<file path="config.mk">
export PLATFORM = sky130hd
export DESIGN_NAME = para_hit_gen
export DESIGN_NICKNAME = d
export VERILOG_FILES = /design/src/rtl/para_hit_gen.sv
export SDC_FILE = /design/constraint.sdc
export NUM_CORES = 1
export LEC_CHECK = 0
export ABC_AREA = 1
export ABC_CLOCK_PERIOD_IN_PS = 5100
export CAP_MARGIN = 30
export CORE_ASPECT_RATIO = 0.9
export CORE_UTILIZATION = 30
export DETAILED_ROUTE_END_ITERATION = 12
export GPL_TIMING_DRIVEN = 0
export PLACE_DENSITY = 0.54
export SETUP_SLACK_MARGIN = 0.02
export SYNTH_ARGS = -nofsm -noshare
export SYNTH_HDL_FRONTEND = slang
export SYNTH_SLANG_ARGS = --single-unit
</file>
<file path="constraint.sdc">
create_clock -name clk_sys -period 5.1 [get_ports clk_sys]
set_input_delay 0.765 -clock clk_sys [delete_from_list [all_inputs] [get_ports clk_sys]]
set_output_delay 0.765 -clock clk_sys [all_outputs]
set_load 0.05 [all_outputs]
</file>
<file path="src/rtl/para_hit_gen.sv">
// para_hit_gen -- parametrised hit detector for the para path.
//
// Watches the sample stream and declares a hit once the signal has stayed at
// or above cfg_th for cfg_hdt valid samples. While a hit is held (LOCK) every
// rising crossing back over threshold adds one ring. The hit is released once
// the signal has stayed below threshold for cfg_ldt valid samples, and one
// ph_ring/ph_vld record is then emitted.
//
// Optional feature: define PARA_HIT_PEAK_EN to add ph_peak, the largest
// sample seen during the hit, loaded together with ph_ring.
//
// Ports:
//   clk_sys, rst_n          clock, asynchronous active-low reset
//   sm_data, sm_vld         sample and its one-cycle strobe
//   cfg_en                  detector enable; low aborts any hit in progress
//   cfg_th                  threshold (signed compare when SIGNED_CMP=1)
//   cfg_hdt, cfg_ldt        hit / release durations in samples (0 acts as 1)
//   stu_now_hit             last valid sample was at or above threshold
//   stu_now_lock            a hit is currently held
//   stu_hit_id              number of declared hits (wraps)
//   stu_ring                ring count of the last completed hit
//   ph_ring, ph_vld         hit record and its one-cycle strobe
//   ph_peak                 peak sample of the hit (PARA_HIT_PEAK_EN only)
module para_hit_gen #(
    parameter int DW         = 16,
    parameter int CW         = 32,
    parameter int RW         = 16,
    parameter int IW         = 16,
    parameter bit SIGNED_CMP = 1'b0
) (
    input  logic          clk_sys,
    input  logic          rst_n,
    input  logic [DW-1:0] sm_data,
    input  logic          sm_vld,
    input  logic          cfg_en,
    input  logic [DW-1:0] cfg_th,
    input  logic [CW-1:0] cfg_hdt,
    input  logic [CW-1:0] cfg_ldt,
    output logic          stu_now_hit,
    output logic          stu_now_lock,
    output logic [IW-1:0] stu_hit_id,
    output logic [RW-1:0] stu_ring,
    output logic [RW-1:0] ph_ring,
    output logic          ph_vld
`ifdef PARA_HIT_PEAK_EN
    ,
    output logic [DW-1:0] ph_peak
`endif
);

    localparam logic [1:0] ST_IDLE = 2'd0;
    localparam logic [1:0] ST_QUAL = 2'd1;
    localparam logic [1:0] ST_LOCK = 2'd2;

    localparam logic [CW-1:0] C_ONE = {{(CW-1){1'b0}}, 1'b1};

    logic [1:0]    state;
    logic [CW-1:0] hcnt;
    logic [CW-1:0] qcnt;
    logic [RW-1:0] ring;
    logic          prev_above;

    // a >= b with the configured signedness; shared by threshold and peak.
    function automatic logic ge(input logic [DW-1:0] a, input logic [DW-1:0] b);
        if (SIGNED_CMP) ge = ($signed(a) >= $signed(b));
        else            ge = (a >= b);
    endfunction

    logic          above;
    logic [CW-1:0] hdt_eff, ldt_eff;
    logic          hcnt_done, qcnt_done;
    logic          enter_lock, release_lock;

    assign above   = ge(sm_data, cfg_th);
    assign hdt_eff = (cfg_hdt == '0) ? C_ONE : cfg_hdt;
    assign ldt_eff = (cfg_ldt == '0) ? C_ONE : cfg_ldt;

    // One bit wider so a saturated counter can never alias onto a duration.
    assign hcnt_done = ({1'b0, hcnt} + 1'b1) == {1'b0, hdt_eff};
    assign qcnt_done = ({1'b0, qcnt} + 1'b1) == {1'b0, ldt_eff};

    assign enter_lock   = cfg_en && sm_vld && above &&
                          (((state == ST_IDLE) && (hdt_eff == C_ONE)) ||
                           ((state == ST_QUAL) && hcnt_done));
    assign release_lock = cfg_en && sm_vld && !above &&
                          (state == ST_LOCK) && qcnt_done;

    assign stu_now_lock = (state == ST_LOCK);

`ifdef PARA_HIT_PEAK_EN
    logic [DW-1:0] peak;
    logic [DW-1:0] peak_nxt;
    assign peak_nxt = ge(sm_data, peak) ? sm_data : peak;

    always_ff @(posedge clk_sys or negedge rst_n) begin
        if (!rst_n) begin
            peak    <= '0;
            ph_peak <= '0;
        end else begin
            if (enter_lock)
                peak <= sm_data;
            else if (sm_vld && (state == ST_LOCK))
                peak <= peak_nxt;
            if (release_lock)
                ph_peak <= peak_nxt;
        end
    end
`endif

    always_ff @(posedge clk_sys or negedge rst_n) begin
        if (!rst_n) begin
            state       <= ST_IDLE;
            hcnt        <= '0;
            qcnt        <= '0;
            ring        <= '0;
            prev_above  <= 1'b0;
            stu_now_hit <= 1'b0;
            stu_hit_id  <= '0;
            stu_ring    <= '0;
            ph_ring     <= '0;
            ph_vld      <= 1'b0;
        end else begin
            ph_vld <= 1'b0;
            if (sm_vld)
                stu_now_hit <= above;

            if (!cfg_en) begin
                // Abort: record and hit id are left untouched.
                state <= ST_IDLE;
                hcnt  <= '0;
                qcnt  <= '0;
                ring  <= '0;
            end else if (enter_lock) begin
                state      <= ST_LOCK;
                hcnt       <= '0;
                qcnt       <= '0;
                ring       <= '0;
                prev_above <= 1'b1;
                stu_hit_id <= stu_hit_id + 1'b1;
            end else if (release_lock) begin
                state    <= ST_IDLE;
                qcnt     <= '0;
                ph_ring  <= ring;
                stu_ring <= ring;
                ph_vld   <= 1'b1;
            end else if (sm_vld) begin
                case (state)
                    ST_IDLE: begin
                        if (above) begin
                            state <= ST_QUAL;
                            hcnt  <= C_ONE;
                        end
                    end
                    ST_QUAL: begin
                        if (!above) begin
                            state <= ST_IDLE;
                            hcnt  <= '0;
                        end else if (!(&hcnt)) begin
                            hcnt <= hcnt + 1'b1;
                        end
                    end
                    ST_LOCK: begin
                        prev_above <= above;
                        if (above) begin
                            qcnt <= '0;
                            if (!prev_above && !(&ring))
                                ring <= ring + 1'b1;
                        end else if (!(&qcnt)) begin
                            qcnt <= qcnt + 1'b1;
                        end
                    end
                    default: state <= ST_IDLE;
                endcase
            end
        end
    end

endmodule

</file>
==> CHANGELOG.md <==
### Physical design

* Met3 WL at 1.636 mm
* Worst r2r dst: hcnt[18]
* Combinational share of power at 16.1%
* DRT antenna net count at 0
* Clock Power at 1110 µW
* Power Density at 195.3 nW/µm²
* Global-route wire length before repair at 51.34 mm
* DR vias at 10640
* Worst setup path endpoint: hcnt[18]
* Count of non-CTS buffers in the layout at 198
* CTS clk-pin slew, worst paths at 0.06 ns
* Clock power share at 45.1%
* Ao+oa area frac at 4.621%
* Vias in the first global route at 9863
* Register area at 2928 µm²
* Worst Skew at 0.02316 ns
* Pins Over Slew Limit at 0
* Num CTS Buffers at 17
* Antenna cell count at 0
* Yosys top cell by area: dfrtp_1
* Clk tree area frac at 4.228%
* Crit. Startpoint: hcnt[0]
* Final nets at 1978
* # fillers at 3576
* Biggest regs: hcnt x32, qcnt x32
* Fp_density at 30.49%
* Area grow syn2layout at 25.81%
* Ports at 151
* Leak at 0.005979 µW
* Tmin final at 3.559 ns
* CP cell instances: ha_1, nand3_1, nor2_4, nand3_1, inv_2, nand2_1, nand2_1, nand3_1, nand2_1, nand2_1, nor2_1, nand2_1, nor2_1, nand2_1, nand2_2, nand2_4, nand2_1, clkbuf_1, a21oi_1, nand2_1, nand2_1
* Internal power at 1729 µW
* Sink Count at 117
* Remaining Overflow, GRT at 0
* Max-area cell class: logic gates
* Post-synth EDFFs at 0
* Largest fanout on the critical path at 10
* Syn Nets at 1808
* Flops after synth at 117
* Sw frac at 29.95%
* Status: finished, final reports clean
* Pwr top: the clock network
* Routed wire per std cell at 13.80 µm
* Worst reg-to-reg path cell count at 21
* GP Congestion at 0.9215
* Metal2 WL at 13.60 mm
* Setup bufs post-CTS at 0
* Setup CP Type: reg -> reg
* Max-cap viol count at 0
* DR top layer: met5
* CTS tree: built
* DP Cell Count at 2261
* Worst path required time at 5.42 ns
* Synth cell types at 36
* Longest Clk Path Bufs at 2
* Die ar. at 34220 µm²
* Final setup fails at 0
* Register share after synthesis at 29.15%
routing by layer:
layer	vias to the layer above	track usage [%]
met5	-	0
met4	2	4.790
met3	23	3.437
met2	257	29.33
met1	4800	27.13
li1	5562	-
stage by stage:
stage | setup slack (ns) | instance area [µm²] | power [µW] | utilization [%]
after detailed placement | 1.193 | 12100 | 1374 | 36.73
after CTS | 1.531 | 12640 | 2499 | 38.35
after global routing | 1.191 | 12640 | 2592 | 38.35
after global placement | -2.002 | 12070 | 1370 | 36.64
final | 1.541 | 12640 | 2468 | 38.35
after floorplan | 2.473 | 10040 | 1178 | -
worst max-delay path, delay by kind of cell, from the launching register on:
family | cells | cell delay (ns)
compound gates | 1 | 0.11
fa+ha+maj | 1 | 0.21
buf+inv | 2 | 0.76
flops | 1 | 0.41
simple gates | 17 | 1.94
Selected gate families:
Bar = 50 µm.
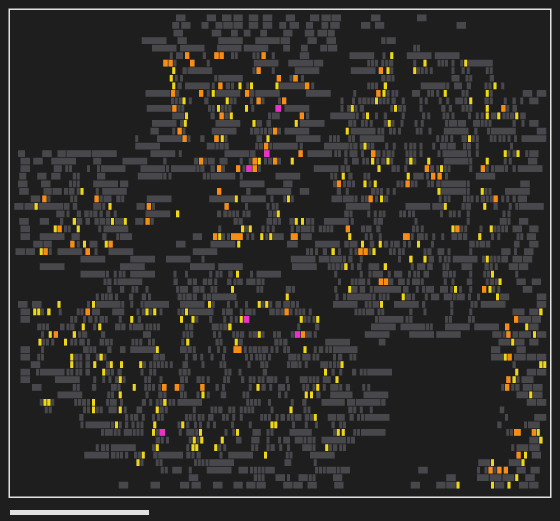
magenta -> AND and OR gates  # cells 6
orange -> inverting AOI/OAI gates  # cells 86, most used o21ai_0, where widely spread
yellow -> inverters  # cells 206, most used inv_1, where widely spread
fraction of area in multi-input gates: 47.92%
Finished Layout Cells: 2293
most frequent logic cell in the layout: nand2_1

Placement by cell class:
Bar = 50 µm.
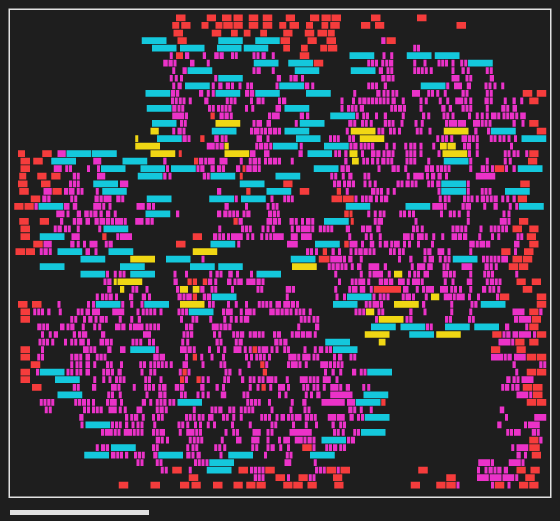
magenta -> all other logic  # cells 1524, share of their area 56%
cyan -> flip-flops  # cells 117, share of their area 24%
yellow -> clock drivers and dummy loads  # cells 32, share of their area 4.4%
red -> other buffers and delay cells  # cells 198, share of their area 15%
fin area: 12640 µm²
Core Area: 32950 µm²
flop share of the area: 23.17%

Power figures rest on the tool's default switching activity, not on a simulated workload.
